--- src/rtl/fifo_rd_ctrl.sv ---
// rtl/fifo_rd_ctrl.sv - read-side pointer and status controller for the async FIFO
// Consumes the synchronized Gray write pointer; all state lives in the read clock domain.
module fifo_rd_ctrl #(
  parameter int ADDR_WIDTH = 3,
  parameter int AE_THRESH  = 1
) (
  input  logic                  clk,
  input  logic                  rst,
  input  logic                  rd_en,
  input  logic [ADDR_WIDTH:0]   wq2_wptr,
  output logic [ADDR_WIDTH-1:0] rd_addr,
  output logic [ADDR_WIDTH:0]   rptr,
  output logic                  empty,
  output logic                  almost_empty,
  output logic [ADDR_WIDTH:0]   rd_level,
  output logic                  rd_valid,
  output logic                  underflow
);

  localparam int              PW       = ADDR_WIDTH + 1;
  localparam logic [PW-1:0]   AE_LEVEL = PW'(AE_THRESH);

  logic [PW-1:0] rbin;
  logic [PW-1:0] rbin_next;
  logic [PW-1:0] rgray_next;
  logic [PW-1:0] wbin;
  logic [PW-1:0] level_next;
  logic          accept;

  assign accept     = rd_en & ~empty;
  assign rbin_next  = rbin + {{ADDR_WIDTH{1'b0}}, accept};
  assign rgray_next = (rbin_next >> 1) ^ rbin_next;
  assign level_next = wbin - rbin_next;
  assign rd_addr    = rbin[ADDR_WIDTH-1:0];

  // Gray to binary: each binary bit is the XOR of all Gray bits at or above it.
  always_comb begin
    wbin = '0;
    for (int i = 0; i < PW; i++) begin
      wbin[i] = ^(wq2_wptr >> i);
    end
  end

  always_ff @(posedge clk) begin
    if (rst) begin
      rbin         <= '0;
      rptr         <= '0;
      empty        <= 1'b1;
      almost_empty <= 1'b1;
      rd_level     <= '0;
      rd_valid     <= 1'b0;
      underflow    <= 1'b0;
    end else begin
      rbin         <= rbin_next;
      rptr         <= rgray_next;
      // Compared against the post-read pointer so the last read flags empty on its own edge.
      empty        <= (rgray_next == wq2_wptr);
      almost_empty <= (level_next <= AE_LEVEL);
      rd_level     <= level_next;
      rd_valid     <= accept;
      underflow    <= underflow | (rd_en & empty);
    end
  end

endmodule

--- config.mk ---
export PLATFORM = sky130hd
export DESIGN_NAME = fifo_rd_ctrl
export DESIGN_NICKNAME = d
export VERILOG_FILES = /design/src/rtl/fifo_rd_ctrl.sv
export SDC_FILE = /design/constraint.sdc
export NUM_CORES = 1
export LEC_CHECK = 0
export CAP_MARGIN = 30
export CORE_MARGIN = 3
export CORE_UTILIZATION = 47
export CTS_CLUSTER_DIAMETER = 40
export CTS_CLUSTER_SIZE = 12
export DETAILED_ROUTE_END_ITERATION = 8
export GPL_TIMING_DRIVEN = 0
export PLACE_DENSITY_LB_ADDON = 0.2
export SYNTH_ARGS = -nofsm -noshare
export SYNTH_HDL_FRONTEND = slang
export SYNTH_SLANG_ARGS = --single-unit
--- constraint.sdc ---
create_clock -name clk -period 3.85 [get_ports clk]
set_clock_uncertainty 0.05 [all_clocks]
set_input_delay 0.5775 -clock clk [delete_from_list [all_inputs] [get_ports clk]]
set_output_delay 0.5775 -clock clk [all_outputs]
set_load 0.02 [all_outputs]
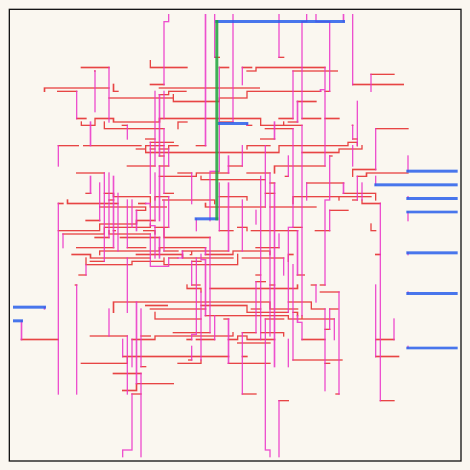
(routed metal, one colour a layer)
Scale: 10 px per micron.
magenta -> met2  # wire length 623 microns
blue -> met3  # wire length 58.2 microns
green -> met4  # wire length 19.7 microns
red -> met1  # wire length 583 microns
total wire length after detailed routing: 1280 microns
total vias in the final route: 554

==> Table 3: Implementation characteristics <==
Characteristics after synthesis and place and route

Parameter                              Value

Run status
  Run status    finished clean

Critical path
  Arrival time reported for the critical path endpoint    3270 ps
  Worst setup endpoint    almost_empty
  Max stage delay cell, worst path    sky130_fd_sc_hd__or4_4
  Series of cell instances along the critical path    clkdlybuf4s50_1, nor2b_1, ha_1, ha_1, xnor2_1, ha_1, o2111a_2, or4_4, a41o_1
  Origin of the critical flop-to-flop path    empty

Layout
  Layout fillers    116
  Area growth from synthesis to layout    35.7%
  Inverter tally of the final layout excluding the clock network    6
  Most frequently placed logic cells in the final layout    21 x sky130_fd_sc_hd__clkdlybuf4s50_1, 15 x sky130_fd_sc_hd__dfxtp_1, 11 x sky130_fd_sc_hd__nor2_1
  Most common cell after layout, fill and taps aside    sky130_fd_sc_hd__clkdlybuf4s50_1
  Final standard cell utilization of the core    0.711
  Final Net Count    109
  Total inserted antenna cells    0
  Top cell class by occupied area    multi-input combinational cells
  Layout Cells excl Fill    111

Yosys
  Cell Type Count    21
  Syn_nets    83
  Biggest area contributors in the synthesized netlist    sky130_fd_sc_hd__dfxtp_1 42%, sky130_fd_sc_hd__xnor2_1 12%, sky130_fd_sc_hd__ha_1 8.7%
  Number of cells in the yosys synthesis report    71
  Commonest cells post-synth    15 x sky130_fd_sc_hd__dfxtp_1, 11 x sky130_fd_sc_hd__nor2_1, 10 x sky130_fd_sc_hd__xnor2_1
  Total of warnings raised by yosys    0
  Flip-flop and latch count after synthesis    15
  Post-synthesis async set-or-reset flop share    0

Global routing
  Highest-utilization routing layer at the global route stage    met2
  Via count of the first global-routing pass    539
  Overall routing resource usage    0.151
  Global-route wire length before repair    approximately 2200 microns
  GR Util met3    0.0359

CTS
  Number of buffers inserted by hold repair at cts    0
  Maximum number of buffers from clock root to sink    2
  Count of buffers added by post-CTS timing repair for setup    0
  CTS buffer count    3

Power and ir drop
  Power per Cell Area    393 nW/um^2
  Peak ir drop on the vdd network    294 uV
  Total power of the final layout    0.381 mW

Placement
  Placed cell areas    945 sq um
  Half-perimeter wire length of the detailed placement result    1090 microns
  Placed cells    107
  Final weighted congestion in routability-driven placement    slightly below 0.8
  Number of buffer cells added on primary ports    21

STA
  Slew of the pin with the lowest slew margin    588 ps
  Worst path setup slack after routing    698 ps
  TNS Setup    0 ps
  Timing-limited maximum frequency    between 300 and 400 MHz
  Max_slew headroom    0.598
  Max-slew violation total from the final report    0

Worst hold path
  Worst hold path class    register to register
  Hold endpoint    underflow

Job
  Tool warning count    26

Detailed routing
  Post-detailed-route DRC marker count    0
  Final ANT Viol Nets    0
  Routed vias/inst    4.99

Die
  Die area    2030 sq um
  Horizontal die dimension    45.0 microns
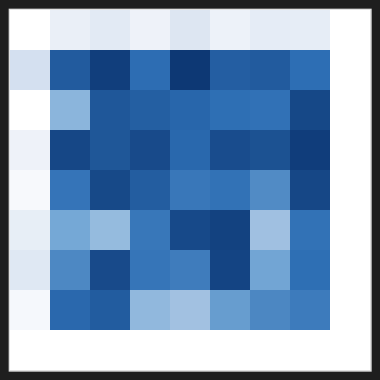
(placement density heat map)
Scale: 8 px per micron. The die is cut into 9 by 9 equal tiles; white is low, dark blue is high, 0 to 100% covered.
tiles over 75% full = 32%
mean over tiles = 47%
emptiest ninth of the die = south-east
fullest tile = 97%
nearly empty tiles = 24%
densest ninth of the die = centre
area of the core: 1370 sq um
Floorplan Utilization: 0.524

cell families after synthesis:
family,share of synthesized area
adder cells (fa/ha/maj),0.0874
multiplexers,0.0140
buffers and inverters,0.0367
flip-flops,0.420
AND-OR/OR-AND,0.112
AND/OR/NAND/NOR,0.115
XOR/XNOR,0.215
metal layers:
layer / vias to the layer above / wire (microns)
met3: 2 / 58
met5: - / 0
met4: 0 / 19
met2: 13 / 623
li1: 287 / -
met1: 252 / 582
flip-flops by register name (all words and copies together), names as in the netlist:
name,cells
almost_empty,1
rbin,3
rd_valid,1
underflow,1
rd_level,4
empty,1
rptr,4
where the power goes:
group	switching [mW]	total (mW)	internal [mW]
clock	0.0471	0.0872	0.0401
combinational	0.0594	0.120	0.0607
sequential	0.00445	0.174	0.170
total	0.111	0.381	0.271
Power figures rest on the tool's default switching activity, not on a simulated workload.
